[config.mk]
export PLATFORM = sky130hd
export DESIGN_NAME = mips_cpu_reg_writeback
export DESIGN_NICKNAME = d
export VERILOG_FILES = /design/src/rtl/mips_cpu_pkg.sv /design/src/rtl/mips_cpu_wb_fifo.sv /design/src/rtl/mips_cpu_reg_writeback.sv
export SDC_FILE = /design/constraint.sdc
export NUM_CORES = 1
export LEC_CHECK = 0
export CAP_MARGIN = 25
export CORE_MARGIN = 2
export CORE_UTILIZATION = 45
export DETAILED_ROUTE_END_ITERATION = 12
export PLACE_DENSITY = 0.69
export SYNTH_ARGS = -nofsm -noshare
export SYNTH_HDL_FRONTEND = slang
export SYNTH_SLANG_ARGS = --single-unit
[constraint.sdc]
create_clock -name clk -period 4.1 [get_ports clk]
set_input_delay 0.41 -clock clk [delete_from_list [all_inputs] [get_ports clk]]
set_output_delay 0.41 -clock clk [all_outputs]
set_load 0.005 [all_outputs]
[src/rtl/mips_cpu_pkg.sv]
// Shared types for the register-file writeback path.
// Latency: n/a (types and constants only).
// Backpressure: n/a.
package mips_cpu_pkg;

    localparam int REG_ADDR_W = 5;
    localparam int DATA_W     = 32;

    localparam logic [REG_ADDR_W-1:0] REG_ZERO = 5'd0;

    // One pending register-file write: destination register and its value.
    typedef struct packed {
        logic [REG_ADDR_W-1:0] dest;
        logic [DATA_W-1:0]     data;
    } wb_entry_t;

endpackage

[src/rtl/mips_cpu_wb_fifo.sv]
// In-order circular buffer of pending writes, up to two pushes and one pop per cycle.
// Latency: an entry pushed at edge k is visible at the head/entry array from cycle k+1.
// Backpressure: none internally; the caller must only push into free slots.
//
// Ports: clk, reset (sync, active-high); i_push0/i_ent0 first (older) push,
// i_push1/i_ent1 second push (only valid together with i_push0); i_pop removes
// the head; o_entries raw storage, o_head head index, o_count occupancy.
module mips_cpu_wb_fifo
    import mips_cpu_pkg::*;
#(
    parameter  int DEPTH = 4,
    localparam int PW    = $clog2(DEPTH),
    localparam int CW    = $clog2(DEPTH) + 1
) (
    input  logic          clk,
    input  logic          reset,
    input  logic          i_push0,
    input  wb_entry_t     i_ent0,
    input  logic          i_push1,
    input  wb_entry_t     i_ent1,
    input  logic          i_pop,
    output wb_entry_t     o_entries [DEPTH],
    output logic [PW-1:0] o_head,
    output logic [CW-1:0] o_count
);

    wb_entry_t     r_mem [DEPTH];
    logic [PW-1:0] r_head;
    logic [PW-1:0] r_tail;
    logic [CW-1:0] r_count;

    // DEPTH is a power of two, so pointer arithmetic wraps for free.
    logic [PW-1:0] w_tail_p1;
    assign w_tail_p1 = r_tail + PW'(1);

    always_ff @(posedge clk) begin
        if (reset) begin
            r_head  <= '0;
            r_tail  <= '0;
            r_count <= '0;
        end else begin
            if (i_push0) begin
                r_mem[r_tail] <= i_ent0;
            end
            if (i_push0 && i_push1) begin
                r_mem[w_tail_p1] <= i_ent1;
            end
            r_tail  <= r_tail + PW'(i_push0) + PW'(i_push0 && i_push1);
            r_head  <= r_head + PW'(i_pop);
            r_count <= r_count + CW'(i_push0) + CW'(i_push0 && i_push1) - CW'(i_pop);
        end
    end

    assign o_entries = r_mem;
    assign o_head    = r_head;
    assign o_count   = r_count;

endmodule

[src/rtl/mips_cpu_reg_writeback.sv]
// Sole driver of the register-file write port: buffers ALU and load results, commits one per cycle.
// Latency: request sampled at edge k is written at edge k+1 at the earliest; no bypass to the port.
// Backpressure: stall when fewer than two slots are free; requests that still find no slot are dropped and flag overflow.
//
// Ports: clk/reset (sync, active-high); ld_* and alu_* result requests;
// fwd_reg -> fwd_hit/fwd_data lookup over buffered writes; stall, overflow,
// pending_count status; write_enable/write_reg/write_data register-file port.
// Optional trace output: define MIPS_CPU_WB_TRACE_EN.
module mips_cpu_reg_writeback
    import mips_cpu_pkg::*;
#(
    parameter int DEPTH = 4
) (
    input  logic                    clk,
    input  logic                    reset,
    input  logic                    ld_valid,
    input  logic [4:0]              ld_dest,
    input  logic [31:0]             ld_data,
    input  logic                    alu_valid,
    input  logic [4:0]              alu_dest,
    input  logic [31:0]             alu_data,
    input  logic [4:0]              fwd_reg,
    output logic                    fwd_hit,
    output logic [31:0]             fwd_data,
    output logic                    stall,
    output logic                    overflow,
    output logic [$clog2(DEPTH):0]  pending_count,
    output logic                    write_enable,
    output logic [4:0]              write_reg,
    output logic [31:0]             write_data
);

    localparam int PW = $clog2(DEPTH);
    localparam int CW = $clog2(DEPTH) + 1;

    wb_entry_t     w_entries [DEPTH];
    logic [PW-1:0] w_head;
    logic [CW-1:0] w_count;
    logic          w_pop;
    logic [CW:0]   w_free;
    logic          w_ld_req, w_alu_req;
    logic          w_ld_acc, w_alu_acc;
    logic          w_push0, w_push1;
    wb_entry_t     w_ent0, w_ent1;
    logic          r_overflow;

    // Zero-register writes are architectural no-ops; filter them before anything else sees them.
    assign w_ld_req  = ld_valid  && (ld_dest  != REG_ZERO);
    assign w_alu_req = alu_valid && (alu_dest != REG_ZERO);

    // The head commits unconditionally whenever it exists; reset suppresses the commit.
    assign w_pop = (w_count != '0) && !reset;

    // Free slots counting the slot released by this cycle's commit.
    assign w_free = (CW+1)'(DEPTH) - (CW+1)'(w_count) + (CW+1)'(w_pop);

    // Load belongs to the older instruction, so it claims the first free slot.
    assign w_ld_acc  = w_ld_req  && (w_free >= (CW+1)'(1));
    assign w_alu_acc = w_alu_req && (w_free >= (w_ld_acc ? (CW+1)'(2) : (CW+1)'(1)));

    // Compact accepted requests so push0 is always the older one.
    assign w_push0 = w_ld_acc || w_alu_acc;
    assign w_push1 = w_ld_acc && w_alu_acc;
    assign w_ent0  = w_ld_acc ? wb_entry_t'{dest: ld_dest, data: ld_data}
                              : wb_entry_t'{dest: alu_dest, data: alu_data};
    assign w_ent1  = wb_entry_t'{dest: alu_dest, data: alu_data};

    mips_cpu_wb_fifo #(.DEPTH(DEPTH)) u_fifo (
        .clk       (clk),
        .reset     (reset),
        .i_push0   (w_push0),
        .i_ent0    (w_ent0),
        .i_push1   (w_push1),
        .i_ent1    (w_ent1),
        .i_pop     (w_pop),
        .o_entries (w_entries),
        .o_head    (w_head),
        .o_count   (w_count)
    );

    always_ff @(posedge clk) begin
        if (reset) begin
            r_overflow <= 1'b0;
        end else if ((w_ld_req && !w_ld_acc) || (w_alu_req && !w_alu_acc)) begin
            r_overflow <= 1'b1;
        end
    end

    // Walk oldest to youngest so the last match (youngest) wins.
    logic [PW-1:0] w_idx;
    always_comb begin
        fwd_hit  = 1'b0;
        fwd_data = '0;
        w_idx    = '0;
        for (int i = 0; i < DEPTH; i++) begin
            w_idx = w_head + PW'(i);
            if ((CW'(i) < w_count) && (fwd_reg != REG_ZERO) &&
                (w_entries[w_idx].dest == fwd_reg)) begin
                fwd_hit  = 1'b1;
                fwd_data = w_entries[w_idx].data;
            end
        end
    end

    assign stall         = (CW'(DEPTH) - w_count) < CW'(2);
    assign overflow      = r_overflow;
    assign pending_count = w_count;
    assign write_enable  = w_pop;
    assign write_reg     = w_entries[w_head].dest;
    assign write_data    = w_entries[w_head].data;

`ifdef MIPS_CPU_WB_TRACE_EN
    always_ff @(posedge clk) begin
        if (!reset) begin
            if (write_enable) begin
                $display("WB r%0d <= %0d", write_reg, write_data);
            end
            if (w_ld_req && !w_ld_acc) begin
                $display("ERROR wb overflow: dropped ld dest %0d", ld_dest);
            end
            if (w_alu_req && !w_alu_acc) begin
                $display("ERROR wb overflow: dropped alu dest %0d", alu_dest);
            end
        end
    end
`else
    // Trace disabled: no display logic.
`endif

endmodule

Fig. 1: run 1, floorplan with the power grid
Scale: 3 px per um. Pins as bars on the die edge.
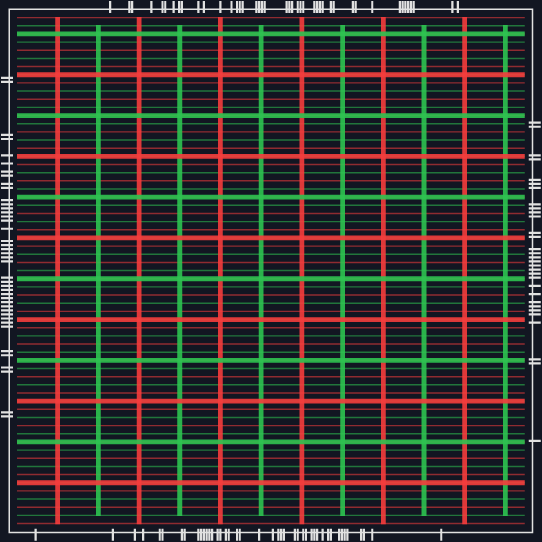
green -> VDD
red -> VSS
met5 straps = 12
rows = 62
peak ir drop on the vdd network: 0.000394 V
core area: 28,500 um2
die width: 174 um
vertical extent of the die: 174 um

Fig. 2: run 1, cell area per tile
Scale: 1.5 px per um. 17 x 17 tiles, from white (low) to dark blue (high), 0 to 100% covered.
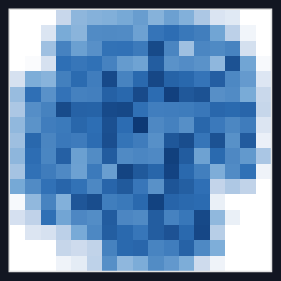
mean over tiles = 54%
fullest tile = 97%
nearly empty tiles = 12%
Post-Route Utilization: 58.5%
floorplan core density: 45.5%

Fig. 3: run 1, routing congestion
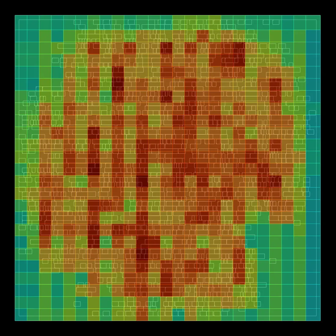
Top Usage Layer GRT: met2
met3 Track Usage GR: 5.12%
average detailed-routed wire length per instance: 26.2 um

Fig. 4: run 1, clock wires, drivers and flops
Scale: 3 px per um.
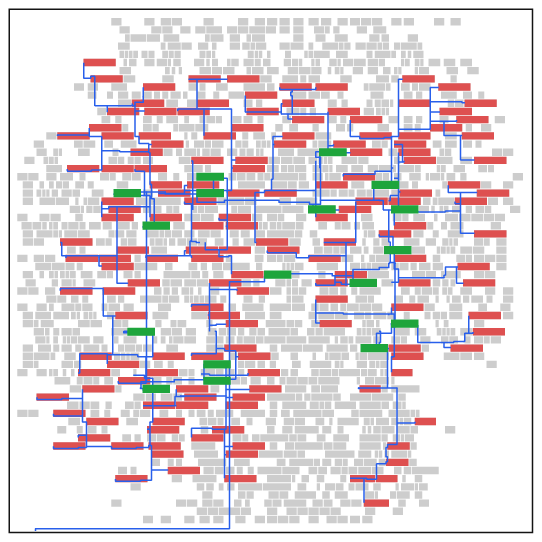
green -> cells driving clock nets  # count 17
blue -> clock wires  # length 2,220 um
red -> flip-flops  # count 156
flops lie = widely spread
fraction of power consumed by the clock network: 12.4%
worst clock skew on the final layout: 0.0171 ns
Latency at later pin: 0.44 ns

==> run notes, run 1 <==
Update from the flow run.

The pre-CTS setup slack is -0.0792 ns. The number of max-capacitance violations reported is 0. The number of rows created at floorplan is between 60 and 70. Summed over its instances, the top area cell type makes up between 30% and 40% of the synthesized netlist area. In the final report, the number of hold violations comes to 0. Setup repair after global routing could not meet its margin everywhere. After layout, the worst path uses slightly below 100% of the clock period. Clock tree synthesis selected as its root buffer the cell sky130_fd_sc_hd__clkbuf_16. The run finished with clean final reports. The pre-antenna-repair detailed-routing pass consisted of 5 iterations. The most frequently placed logic cell in the final layout is sky130_fd_sc_hd__clkdlybuf4s50_1. Sorting the synthesized cells by area gives the leading types as sky130_fd_sc_hd__edfxtp_1, sky130_fd_sc_hd__a2bb2oi_1, sky130_fd_sc_hd__mux2_2, sky130_fd_sc_hd__o22ai_1, sky130_fd_sc_hd__mux2i_1. The worst slew margin relative to its limit is approximately 42%. The count of placed standard cells in the final layout, fillers left out is approximately 1,800.

Entering global routing, the biggest net connects approximately 190 pins. By startpoint and endpoint, the worst setup path is classified as flop to primary output. STA lists the startpoint of the worst hold path as overflow. Among all cell types in the netlist, the one instantiated most often is sky130_fd_sc_hd__o22ai_1. Counting tap cells, the placed design contains a total of between 1,500 and 2,000 instances. Note, the detailed placer reported a final HPWL of around 28,000 um.

The clock passes through at most 2 buffers. Counting the buffers created by CTS gives 17. The synthesized design spends more area on one cell type than any other, namely sky130_fd_sc_hd__edfxtp_1. STA classifies the critical path endpoint as a primary output. The sequential-to-total area share from yosys stat is between 30% and 40%.

between 150 and 200 I/O pins were placed. The flow reported a cell area power density of ~760 nW/um2. The report puts the cell count of the worst reg-to-reg path at 19. The end point of the worst hold path is overflow. The capture point of the worst reg-to-reg path is u_fifo.o_entries[6]. The total number of nets in the final design is approximately 1,500. The count of synthesis-stage warnings from yosys is 0. The total cell area at the placement stage is between 15,000 and 20,000 um2.

The standby leakage power is ~0.006 uW. The global placer's final weighted congestion is ~0.85. Counting every sink on the clock net gives 156.

The final standard cell area without fillers is ~17,000 um2. The post-detailed-route count of antenna-violating nets is 0. The number of register bits inferred by synthesis is 156.

Relative to the synthesized area, the layout overhead comes to 28.5%. The actual slew at the worst max-slew pin is roughly 0.9 ns. The post-synth design cell area is 13,000 um2. By instance count after routing, the leading logic cell types are sky130_fd_sc_hd__clkdlybuf4s50_1, sky130_fd_sc_hd__edfxtp_1, sky130_fd_sc_hd__o22ai_1. The overall power after layout is between 10,000 and 15,000 uW. The overall overflow remaining after global route is 0.

After synthesis, the mean cell area works out to between 10 and 15 um2. The tightest min-delay check is of the flop to flop type. Once routing completed, OpenROAD measured the worst setup slack at ~0.027 ns.

The post-synth count of flops with an enable pin is roughly 150. The wire length of the first global-routing pass is around 68,000 um. Synthesis produced a netlist with a net count of 1,347. Once iteration 0 of detailed routing completed, the report listed about 1,700 DRC markers. The required time of the worst setup path is roughly 3.7 ns. The count of hold buffers inserted by post-cts repair is 0. Based on the critical path, the design can be clocked at up to between 200 and 250 MHz. The flip-flop cell with the highest count after synthesis is sky130_fd_sc_hd__edfxtp_1. The number of max-slew violations in the final report is 0.

After detailed routing, the number of vias per cell comes to between 6 and 7. The worst hold path cell count is 2. Across all layers, the routed design uses 12,500 vias. The initial antenna violation count is 1. The count of distinct cell types in the synthesized netlist is between 50 and 60. The overall track demand over capacity in global routing is between 20% and 30%. The count of buffers from port buffering is about 160.

TritonCTS built the clock tree. The launch point of the worst register-to-register path is recorded as u_fifo.o_count[0]. The number of OpenROAD warnings is 35. The clock period could shrink to 4.07 ns. For this run, the chip area from Yosys synthesis comes to ~13,000 um2.

In the post-route report, total wirelength is listed as ~47,000 um. STA classifies the critical path startpoint as a flop. Setup violations remaining at the end of the flow were counted as 0. The number of fill cells in the layout is between 2,000 and 2,500. The clock edge transition at the registers on the reported setup and hold paths is 0.06 ns. The critical path data arrival time is about 3.7 ns. Counting flops with an async set or reset pin after synthesis yields a share of 0%. The number of global-route vias before repair is ~12,000. The H-tree was split into 4 levels.

The internal reg-to-reg setup slack is 0.07 ns. Counting instances in the post-synthesis netlist gives the leading cell types as sky130_fd_sc_hd__o22ai_1, sky130_fd_sc_hd__edfxtp_1, sky130_fd_sc_hd__a2bb2oi_1. The floorplan step defined a die boundary enclosing between 30,000 and 40,000 um2. The fraction of layout instances using a drive strength above 1 is approximately 27%. The biggest fanout along the worst timing path is 33. The number of cells in Yosys stat is approximately 1,300. The number of remaining DRC errors is 0. Synthesis handed over a netlist of between 1,000 and 1,500 instances.
==> run 1: flip-flops by register name (all words and copies together) (netlist names) <==
| register | cells |
|---|---|
| u_fifo.o_entries | 148 |
| u_fifo.r_tail | 2 |
| u_fifo.o_head | 2 |
| overflow | 1 |
| u_fifo.o_count | 3 |
==> run 1: cell families (layout without fill, tap and decap cells) <==
family / count (synthesis) / in the layout / synth area share [%]
compound gates: 538 / 538 / 31.4
mux: 188 / 188 / 18.3
simple gates: 170 / 170 / 6.08
buf+inv: 161 / 329 / 5.63
flops: 156 / 156 / 35.4
xor+xnor: 23 / 23 / 1.61
fa+ha+maj: 14 / 14 / 1.52
other cells: 0 / 2 / 0
==> run 1: worst max path at each step <==
stage	slack (ns)	from	end	cells past startpoint
3_3_place_gp	-0.03	reset	u_fifo.o_entries[103]	17
3_5_place_dp	-0.08	reset	u_fifo.o_entries[95]	17
6_report	0.03	u_fifo.o_head[1]	fwd_data[4]	9
2_1_floorplan	0.0008	u_fifo.o_count[1]	u_fifo.o_entries[10]	20
5_1_grt	-0.11	u_fifo.o_count[0]	u_fifo.o_entries[28]	19
4_1_cts	-0.02	u_fifo.o_count[1]	u_fifo.o_count[1]	20
==> run 1: metal layers <==
metal / wire, um / track usage, %
met1: 18600 / 39.3
met2: 21900 / 46.3
met3: 5100 / 5.12
met4: 1670 / 11.1
met5: 0 / 0
==> run 1: per-stage QoR <==
step	hold WS (ns)	setup TNS, ns	util [%]
after floorplan	0.472	0	-
after global placement	0.470	-0.0846	54.0
after detailed placement	0.483	-2.53	54.0
after CTS	0.499	-0.0455	56.2
after global routing	0.532	-3.34	58.5
final	0.488	0	58.5
==> run 1: area by class of cell <==
cell class / count / area [um2] / area share [%]
multi-input combinational: 933 / 8010 / 48.0
tap: 384 / 480 / 2.88
inverter: 14 / 56.3 / 0.337
clock inverter: 15 / 138 / 0.824
clock buffer: 17 / 425 / 2.55
antenna: 2 / 5.00 / 0.0300
sequential: 156 / 4610 / 27.6
timing repair buffer: 283 / 2970 / 17.8
==> run 1: what timing repair did <==
action                                  CTS  global route
pin swaps                                 0             9
gates cloned                              0             8
endpoints found under the setup margin   56           179
gates resized                             5            53
setup buffers                             8            21
==> run 1: worst max-delay path: stages (launching register included) <==
cell                              delay, ns
sky130_fd_sc_hd__dfxtp_4               0.47
sky130_fd_sc_hd__buf_4                 0.19
sky130_fd_sc_hd__mux4_2                0.54
sky130_fd_sc_hd__xor2_1                0.19
sky130_fd_sc_hd__nor4_4                0.28
sky130_fd_sc_hd__buf_12                0.28
sky130_fd_sc_hd__nand3_1               0.13
sky130_fd_sc_hd__mux2_4                0.31
sky130_fd_sc_hd__o22ai_2               0.24
sky130_fd_sc_hd__clkdlybuf4s50_1       0.57
==> run 1: report_power, final <==
group | internal (uW) | leakage (uW) | switching, uW
Clock | 847 | 0.000275 | 725
Combinational | 3930 | 0.00426 | 4100
Sequential | 2590 | 0.00150 | 467
Total | 7370 | 0.00604 | 5300
Fig. 5: run 1, metal 4
Scale: 2 px per um.
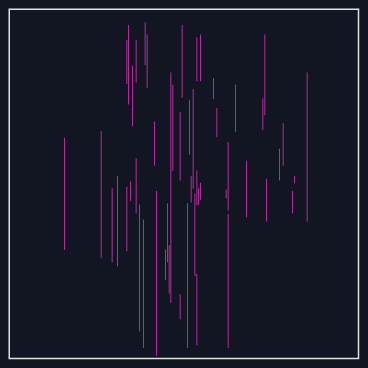

--- run 2 (diff from run 1) ---
Settings changed: CTS_CLUSTER_DIAMETER set to 150, DONT_BUFFER_PORTS set to 1, PLACE_DENSITY 0.69 to not set, SLEW_MARGIN set to 20.
Fig. 6: run 2, metal 4
Scale: 2 px per um.
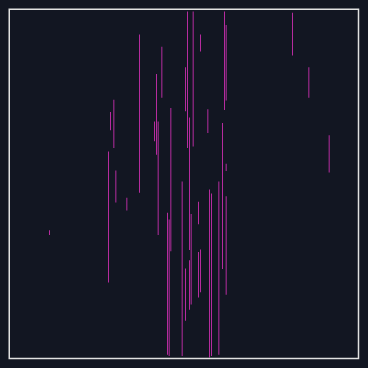
wire length on this layer = 1,540 um
longest straight run = 87.0 um
main direction = vertical
nets with wire on the layer = 31
number of vias in the routed layout: 11,600
Routed WL: 46,800 um

==> run 2 against run 1 <==
  * Non-clock buffer count is 194 lower
  * Total power is 7.5% lower
  * Maximum frequency is 1.4% higher
  * Synthesized area stayed put
  * Cell count is 11% lower
  * Via count is 7.3% lower
  * Critical path depth is 11 higher
  * Wire length is 0.90% lower
  * Die area stayed put
  * Global-route usage is 0.39 points higher
  * Clock power is about 10% higher
  * Worst hold slack worse by 0.46 ns
==> run notes, run 2 <==
Update from the flow run.

The synthesized-area fraction occupied by xor and xnor cells was 1.61% (unchanged). The number of DRC markers after the initial detailed-route iteration came to 1,383 (was 1,698). The total number of nets in the final design came to 1,308 (was 1,502).

The worst voltage drop across the vdd grid is 0.000412 V (was 0.000394 V). The maximum clock frequency is 249 MHz (was 246 MHz). The clock latency of the later-clocked register in the worst-skew pair is 0.45 ns (was 0.44 ns).

The I/O pin total is 159 (unchanged). The fraction of layout instances using a drive strength above 1 was 27.6% (was 27.4%). The final critical delay including setup and external delays is 4.02 ns (was 4.07 ns). The cell at the root of the clock tree is sky130_fd_sc_hd__clkbuf_16 (unchanged). The launch instance of the worst register-to-register path is u_fifo.o_count[0] (unchanged). The delay contributed by the slowest stage of the critical path is 0.37 ns (was 0.57 ns). The width of the die is 174 um (unchanged). The iteration tally of the first detailed-router pass is 5 (unchanged).

The wire length of the first global-routing pass is 68,500 um (was 68,400 um). The clock edge transition at the registers on the reported setup and hold paths is 0.07 ns (was 0.06 ns). The number of global-route vias before repair is 10,800 (was 11,600). The number of placed cells counting well taps came to 1,554 (was 1,733). The post-synthesis share of cell area spent on and-or and or-and gates is 31.4% (unchanged). The half-perimeter wire length of the detailed placement result came to 28,100 um (about the same). The mean area per synthesized cell is 10.4 um2 (unchanged). The via-per-instance ratio is 7.22 (was 6.94).

The TritonCTS sink count is 156 (unchanged). The number of synthesized flops with an enable pin is 148 (unchanged). The growth of design area from synthesis to finish is 13.5% (was 28.5%).

The required time of the worst setup path is 4.28 ns (was 3.69 ns). The number of register bits inferred by synthesis is 156 (unchanged). The number of OpenROAD warnings was 31 (was 35). The most frequently placed logic cell in the final layout is sky130_fd_sc_hd__edfxtp_1 (was sky130_fd_sc_hd__clkdlybuf4s50_1). The number of remaining DRC errors is 0 (unchanged). Main area contributors: sky130_fd_sc_hd__edfxtp_1, sky130_fd_sc_hd__a2bb2oi_1, sky130_fd_sc_hd__mux2_2, sky130_fd_sc_hd__o22ai_1, sky130_fd_sc_hd__mux2i_1 (unchanged). The biggest fanout along the worst timing path is 6 (was 33). The post-synth design cell area is 13,000 um2 (unchanged). The critical path data arrival time is 4.19 ns (was 3.66 ns). The sequential-to-total area share from yosys stat is 35.4% (unchanged).

The global placer's final weighted congestion came to 0.835 (was 0.850). The overall track demand over capacity in global routing was 29.4% (was 29.0%). The core footprint is 28,500 um2 (unchanged). The flip-flop count of the largest register, all copies and words added is 148 (unchanged).

The share of total power in sequential cells is 26.2% (was 24.1%). The fraction of synthesized cell area taken by the top area cell type came to 34.2% (unchanged). The end-of-flow core utilization is 51.7% (was 58.5%).

Per STA, the library cell used most along the worst path is sky130_fd_sc_hd__ha_1. The count of buffers from port buffering is 0 (was 158). The flip-flop cell with the highest count after synthesis is sky130_fd_sc_hd__edfxtp_1 (unchanged). The initial antenna violation count is 0 (was 1).

The clock buffer count from CTS is 17 (unchanged). The number of max-slew violations in the final report came to 0 (unchanged). The power spent charging and discharging nets is 5110 uW (was 5300 uW). The kind of launch point of the worst setup path was a flop (unchanged). The endpoint class of the critical path is a flop (was primary output). The main kind of combinational logic by area is AND-OR/OR-AND gates (unchanged). The number of cells in Yosys stat is 1,250 (unchanged).

The fraction of the cycle the final worst path needs is 97.9% (was 99.3%). The count of placed standard cells in the final layout, fillers left out is 1,607 (was 1,804). The initial core utilization is 45.5% (unchanged). The adder-cell area share of the yosys netlist was 1.52% (unchanged).

The post-detailed-route count of antenna-violating nets is 0 (unchanged). The height of the die is 174 um (unchanged). The final hold violation count is 0 (unchanged). The number of buffers between clock root and the deepest sink is 2 (unchanged).

The launch instance of the worst min-delay path is reset (was overflow). The clock tree from TritonCTS is yes (unchanged). The count of synthesis-stage warnings from yosys is 0 (unchanged). The number of nets in the synthesized netlist is 1,347 (unchanged). The die footprint came to 30,200 um2 (unchanged). The area fraction in mux cells was 18.3% (unchanged).

The internal power contribution is 6600 uW (was 7370 uW). The type of the worst setup path is flop to flop (was flop to primary output). The fraction of registers with async set or reset after synthesis is 0% (unchanged). The instance tally after logic synthesis is 1,250 (unchanged). The dominant cell by count in the synthesized netlist is sky130_fd_sc_hd__o22ai_1 (unchanged). Outcome: complete, no violations (unchanged).

The critical path's slowest cell is sky130_fd_sc_hd__nor4_4 (was sky130_fd_sc_hd__clkdlybuf4s50_1). Cell Chain, Critical Path: inv_2 > ha_1 > ha_1 > or2_4 > inv_1 > ha_1 > inv_1 > a211oi_2 > nor2_2 > clkinv_2 > ha_1 > nand2b_4 > a221oi_4 > nor4_4 > buf_4 > nand2_4 > a21boi_4 > buf_12 > clkbuf_16 > o2bb2a_1 (was buf_4 > mux4_2 > xor2_1 > nor4_4 > buf_12 > nand3_1 > mux2_4 > o22ai_2 > clkdlybuf4s50_1). The actual slew at the worst max-slew pin came to 1.09 ns (was 0.877 ns).

The number of max-capacitance violations reported is 0 (unchanged). The largest net degree at the start of global routing was 189 (was 190). The overall overflow remaining after global route is 0 (unchanged). The worst slew margin relative to its limit is 27.2% (was 41.5%). The standby leakage power was 0.00525 uW (was 0.00604 uW).

The proportion of power drawn by the clock network is 14.8% (was 12.4%). The number of rows created at floorplan is 62 (unchanged). The H-tree depth reported by CTS came to 4 (unchanged). The final standard cell area without fillers came to 14,700 um2 (was 16,700 um2). The worst hold path class is input pin to flop (was flop to flop).

The count of distinct cell types in the synthesized netlist is 59 (unchanged). The switching part of the total is 43.6% (was 41.8%). The post-synth area from yosys stat is 13,000 um2 (unchanged). Dominant logic cell types in the final layout: sky130_fd_sc_hd__edfxtp_1, sky130_fd_sc_hd__o22ai_1, sky130_fd_sc_hd__a2bb2oi_1 (was sky130_fd_sc_hd__clkdlybuf4s50_1, sky130_fd_sc_hd__edfxtp_1, sky130_fd_sc_hd__o22ai_1). The areal power density over the cells is 794 nW/um2 (was 759 nW/um2).

Most frequent cells after synthesis: sky130_fd_sc_hd__o22ai_1, sky130_fd_sc_hd__edfxtp_1, sky130_fd_sc_hd__a2bb2oi_1 (unchanged). The routed length per placed instance is 29.1 um (was 26.2 um). The post-route clock skew is 0.0233 ns (was 0.0171 ns). The setup TNS is 0 ns (unchanged). The start point of the critical path is u_fifo.o_count[0] (was u_fifo.o_head[1]).

The total cell area at the placement stage is 13,600 um2 (was 15,400 um2). The number of endpoints failing setup at the final stage is 0 (unchanged). The fraction of power consumed by combinational cells was 58.9% (was 63.5%).

The library cell occupying the most area in the post-synthesis netlist is sky130_fd_sc_hd__edfxtp_1 (unchanged). The basic-gate share of the synthesized area counting and, or, nand and nor cells is 6.08% (unchanged). The number of diodes added for antenna fixing was 0 (was 2).
run 2: cell types whose count changed in the layout (fill, tap and decap cells not counted), moves of 6 or more:
cell / change
sky130_fd_sc_hd__clkdlybuf4s50_1: -158
sky130_fd_sc_hd__buf_4: -28
sky130_fd_sc_hd__a2bb2oi_1: +10
sky130_fd_sc_hd__a2bb2oi_2: -10
sky130_fd_sc_hd__o22ai_1: +7
sky130_fd_sc_hd__o22ai_2: -6
run 2: layout make-up:
class / instances / area, um2
fillers: 2626 / 13800
inverters: 14 / 58.8
repair buffers: 89 / 1040
well taps: 384 / 480
clock inverters: 14 / 203
flip-flops and latches: 156 / 4610
multi-input cells: 933 / 7920
clock buffers: 17 / 425
run 2: final timing paths:
path,endpoint,slack [ns],cells after the start
max,u_fifo.o_entries[36],0.08,20
min,u_fifo.o_head[0],0.03,1
max reg2reg,u_fifo.o_entries[36],0.08,20
min reg2reg,overflow,0.56,2
run 2: cells by family after synthesis:
group | Yosys count
and+or+nand+nor | 170
xor gates and xnor gates | 23
DFF | 156
AOI/OAI and AO/OA | 538
muxes | 188
buffers and inverters | 161
adders and majority gates | 14
run 2: routing by layer:
metal,global-route usage [%],up-vias,wire [um]
li1,-,5068,-
met1,40.3,5768,19500
met2,44.3,687,20900
met3,7.26,86,4920
met4,12.2,0,1540
met5,0,-,0
run 2: timing repair:
item	4_1_cts	5_1_grt
endpoints found under the setup margin	3	153
buffers inserted	0	14
hold buffers	0	0
gates resized	1	37
gates cloned	0	8
pin swaps	0	8
run 2: stage by stage:
step           hold WS, ns  setup WS, ns  total power [uW]
6_report            0.0301        0.0842             11700
5_1_grt             0.0162       -0.0720             12300
4_1_cts            0.00849        0.0249             11100
3_5_place_dp         0.476        0.0297              9390
3_3_place_gp         0.475         0.181              9280
2_1_floorplan        0.472      0.000756              7610
run 2: critical path: cells and delay by family (launching register included):
| kind | cells | cell delay, ns |
|---|---|---|
| buffers and inverters | 7 | 0.89 |
| AND/OR/NAND/NOR | 5 | 0.97 |
| flip-flops | 1 | 0.33 |
| AND-OR/OR-AND | 4 | 0.59 |
| adder cells (fa/ha/maj) | 4 | 0.94 |
run 2: power groups by stage:
stage / clock network [uW] / logic [uW] / registers (uW)
6_report: 1730 / 6900 / 3070
4_1_cts: 1750 / 6320 / 3060
3_3_place_gp: 0 / 6210 / 3070
2_1_floorplan: 0 / 4720 / 2890
5_1_grt: 1810 / 7370 / 3160
3_5_place_dp: 0 / 6300 / 3090
Fig. 7: run 2, floorplan with the power grid
Scale: 3 px per um. Pins as bars on the die edge.
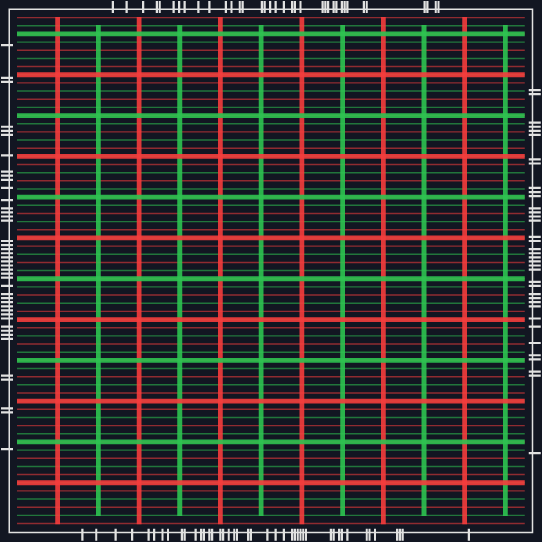

--- run 3 (diff from run 2) ---
Settings changed: CORE_MARGIN 2 to not set.
Fig. 8: run 3, floorplan with the power grid
Scale: 3 px per um. Pins as bars on the die edge.
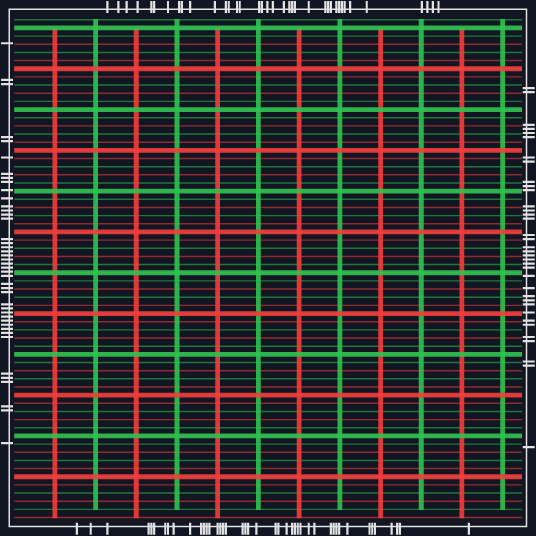
peak ir drop on the vdd network: 0.000354 V
core area: 28,100 um2
vertical extent of the die: 172 um

==> run 3 against run 2 <==
  * First-iteration DRC count is 12% lower
  * Setup slack worse by 0.016 ns
  * Worst hold slack better by 0.0053 ns
  * Core utilization is 1.2 points higher
  * Wire length is 2.2% higher
  * Synthesized cell count stayed put
  * Non-clock buffer count is 2 lower
  * Final area is 0.63% higher
==> run notes, run 3 <==
Update from the flow run.

The dominant cell by count in the synthesized netlist is sky130_fd_sc_hd__o22ai_1 (unchanged). The number of OpenROAD warnings was 30 (was 31). The number of max-slew violations in the final report was 0 (unchanged). The post-synth area from yosys stat is 13,000 um2 (unchanged). The end-of-flow core utilization came to 52.8% (was 51.7%). The number of global-route vias before repair is 11,100 (was 10,800). The sequential-to-total area share from yosys stat is 35.4% (unchanged). The clock edge transition at the registers on the reported setup and hold paths is 0.07 ns (about the same).

The setup TNS is 0 ns (unchanged). Most frequent cells after synthesis: sky130_fd_sc_hd__o22ai_1, sky130_fd_sc_hd__edfxtp_1, sky130_fd_sc_hd__a2bb2oi_1 (unchanged). The kind of launch point of the worst setup path is a flop (unchanged).

The overall track demand over capacity in global routing is 31.6% (was 29.4%). The clock tree from TritonCTS is yes (unchanged). The number of diodes added for antenna fixing is 0 (unchanged). The overall overflow remaining after global route was 0 (unchanged). The post-synth design cell area is 13,000 um2 (unchanged).

The clock latency of the later-clocked register in the worst-skew pair is 0.44 ns (was 0.45 ns). The fraction of the cycle the final worst path needs was 98.3% (was 97.9%). The via count is 11,700 (was 11,600). The flip-flop cell with the highest count after synthesis is sky130_fd_sc_hd__edfxtp_1 (unchanged). The most frequently placed logic cell in the final layout is sky130_fd_sc_hd__o22ai_1 (was sky130_fd_sc_hd__edfxtp_1). The endpoint class of the critical path is a flop (unchanged).

The number of register bits inferred by synthesis was 156 (unchanged). The iteration tally of the first detailed-router pass is 7 (was 5). The I/O pin total is 159 (unchanged). The worst slew margin relative to its limit is 26.8% (was 27.2%). The number of placed cells counting well taps was 1,549 (was 1,554). The number of cells in Yosys stat was 1,250 (unchanged). The number of endpoints failing setup at the final stage is 0 (unchanged).

The count of synthesis-stage warnings from yosys is 0 (unchanged). The post-route clock skew came to 0.00722 ns (was 0.0233 ns). The TritonCTS sink count is 156 (unchanged).

The half-perimeter wire length of the detailed placement result came to 28,300 um (was 28,100 um). The worst hold path class is input pin to flop (unchanged). The total detailed-routing wirelength is 47,800 um (was 46,800 um). The flip-flop count of the largest register, all copies and words added is 148 (unchanged).

The library cell occupying the most area in the post-synthesis netlist is sky130_fd_sc_hd__edfxtp_1 (unchanged). The number of nets in the synthesized netlist is 1,347 (unchanged). The largest net degree at the start of global routing is 97 (was 189).

The worst path setup slack after routing is 0.0683 ns (was 0.0842 ns). The maximum clock frequency was 248 MHz (was 249 MHz). The initial core utilization is 46.2% (was 45.5%).

The fraction of registers with async set or reset after synthesis is 0% (unchanged). Dominant logic cell types in the final layout: sky130_fd_sc_hd__o22ai_1, sky130_fd_sc_hd__edfxtp_1, sky130_fd_sc_hd__a2bb2oi_1 (was sky130_fd_sc_hd__edfxtp_1, sky130_fd_sc_hd__o22ai_1, sky130_fd_sc_hd__a2bb2oi_1). The initial antenna violation count is 0 (unchanged). The areal power density over the cells is 792 nW/um2 (was 794 nW/um2). The final hold violation count is 0 (unchanged). The clock buffer count from CTS is 17 (unchanged). The wire length of the first global-routing pass came to 69,700 um (was 68,500 um). Outcome: complete, no violations (unchanged). The minimum hold slack is 0.0354 ns (was 0.0301 ns). The number of synthesized flops with an enable pin is 148 (unchanged). The post-detailed-route count of antenna-violating nets is 0 (unchanged). The via-per-instance ratio is 7.31 (was 7.22). The die footprint is 29,500 um2 (was 30,200 um2). The number of buffers between clock root and the deepest sink is 2 (unchanged).

The type of the worst setup path is flop to flop (unchanged). The width of the die came to 172 um (was 174 um). The required time of the worst setup path was 4.39 ns (was 4.28 ns).

The pre-CTS setup slack is -0.0212 ns (was 0.0297 ns). The H-tree depth reported by CTS is 4 (unchanged). The number of DRC markers after the initial detailed-route iteration is 1,219 (was 1,383). The number of remaining DRC errors is 0 (unchanged). The critical path data arrival time came to 4.32 ns (was 4.19 ns).

Main area contributors: sky130_fd_sc_hd__edfxtp_1, sky130_fd_sc_hd__a2bb2oi_1, sky130_fd_sc_hd__mux2_2, sky130_fd_sc_hd__o22ai_1, sky130_fd_sc_hd__mux2i_1 (unchanged). The number of max-capacitance violations reported came to 0 (unchanged). The standby leakage power is 0.00527 uW (was 0.00525 uW). The biggest fanout along the worst timing path is 6 (unchanged).
run 3: cell counts after synthesis:
No cell type changed its count.
run 3: worst max-delay path, cell delays in order (launching register included):
cell and delay [ns]:
sky130_fd_sc_hd__dfxtp_2 0.34, sky130_fd_sc_hd__inv_2 0.05, sky130_fd_sc_hd__ha_2 0.17, sky130_fd_sc_hd__ha_1 0.17
sky130_fd_sc_hd__or2_4 0.23, sky130_fd_sc_hd__ha_2 0.17, sky130_fd_sc_hd__inv_1 0.05, sky130_fd_sc_hd__ha_2 0.16
sky130_fd_sc_hd__nand4b_1 0.14, sky130_fd_sc_hd__a211oi_2 0.33, sky130_fd_sc_hd__nor2_2 0.09, sky130_fd_sc_hd__clkinv_2 0.08
sky130_fd_sc_hd__ha_1 0.22, sky130_fd_sc_hd__nand2b_4 0.15, sky130_fd_sc_hd__a221oi_4 0.37, sky130_fd_sc_hd__o22ai_4 0.15
sky130_fd_sc_hd__and3_4 0.27, sky130_fd_sc_hd__a21boi_4 0.21, sky130_fd_sc_hd__buf_12 0.18, sky130_fd_sc_hd__clkbuf_16 0.18
sky130_fd_sc_hd__a2bb2oi_1 0.15
run 3: worst paths after layout:
path | from | to | slack (ns) | cells after the start
max | u_fifo.o_count[0] | u_fifo.o_entries[34] | 0.07 | 20
min | reset | u_fifo.o_count[1] | 0.04 | 1
max reg2reg | u_fifo.o_count[0] | u_fifo.o_entries[34] | 0.07 | 20
min reg2reg | overflow | overflow | 0.55 | 2
run 3: through the flow:
stage          instance area, um2  total power [uW]
2_1_floorplan               13000              7610
3_3_place_gp                13600              9280
3_5_place_dp                13600              9410
4_1_cts                     14200             11100
5_1_grt                     14800             12300
6_report                    14800             11800
run 3: final cells by class:
class	count	area, um2
fill	2549	13200
multi-input combinational	933	8070
sequential	156	4610
timing repair buffer	87	1030
tap	378	473
clock buffer	17	425
clock inverter	15	175
inverter	14	58.8
run 3: logic make-up (layout without fill, tap and decap cells):
group | count (synthesis) | in the layout | share of synthesized area (%)
multiplexers | 188 | 188 | 18.3
AND/OR/NAND/NOR | 170 | 170 | 6.08
adder cells (fa/ha/maj) | 14 | 14 | 1.52
XOR/XNOR | 23 | 23 | 1.61
buffers and inverters | 161 | 133 | 5.63
flip-flops | 156 | 156 | 35.4
AND-OR/OR-AND | 538 | 538 | 31.4
run 3: what timing repair did:
item                       in CTS  in global routing
cloned                          1                 11
setup buffers                   0                  7
setup endpoints to repair      59                152
pin swaps                       0                  9
resized                         5                 67
run 3: per-layer routing:
layer  GRT usage, %  wire [um]
met3           6.48       5030
met5              0          0
met2           51.3      22400
met1           41.6      19200
met4           11.1       1150
run 3: where the power goes:
part           leakage, uW  total, uW  internal [uW]  switching [uW]
clock network     0.000297       1690            923             763
registers          0.00150       3080           2590             490
logic              0.00348       6990           3060            3930
total              0.00527      11800           6570            5180
Power and IR drop assume default switching activity.
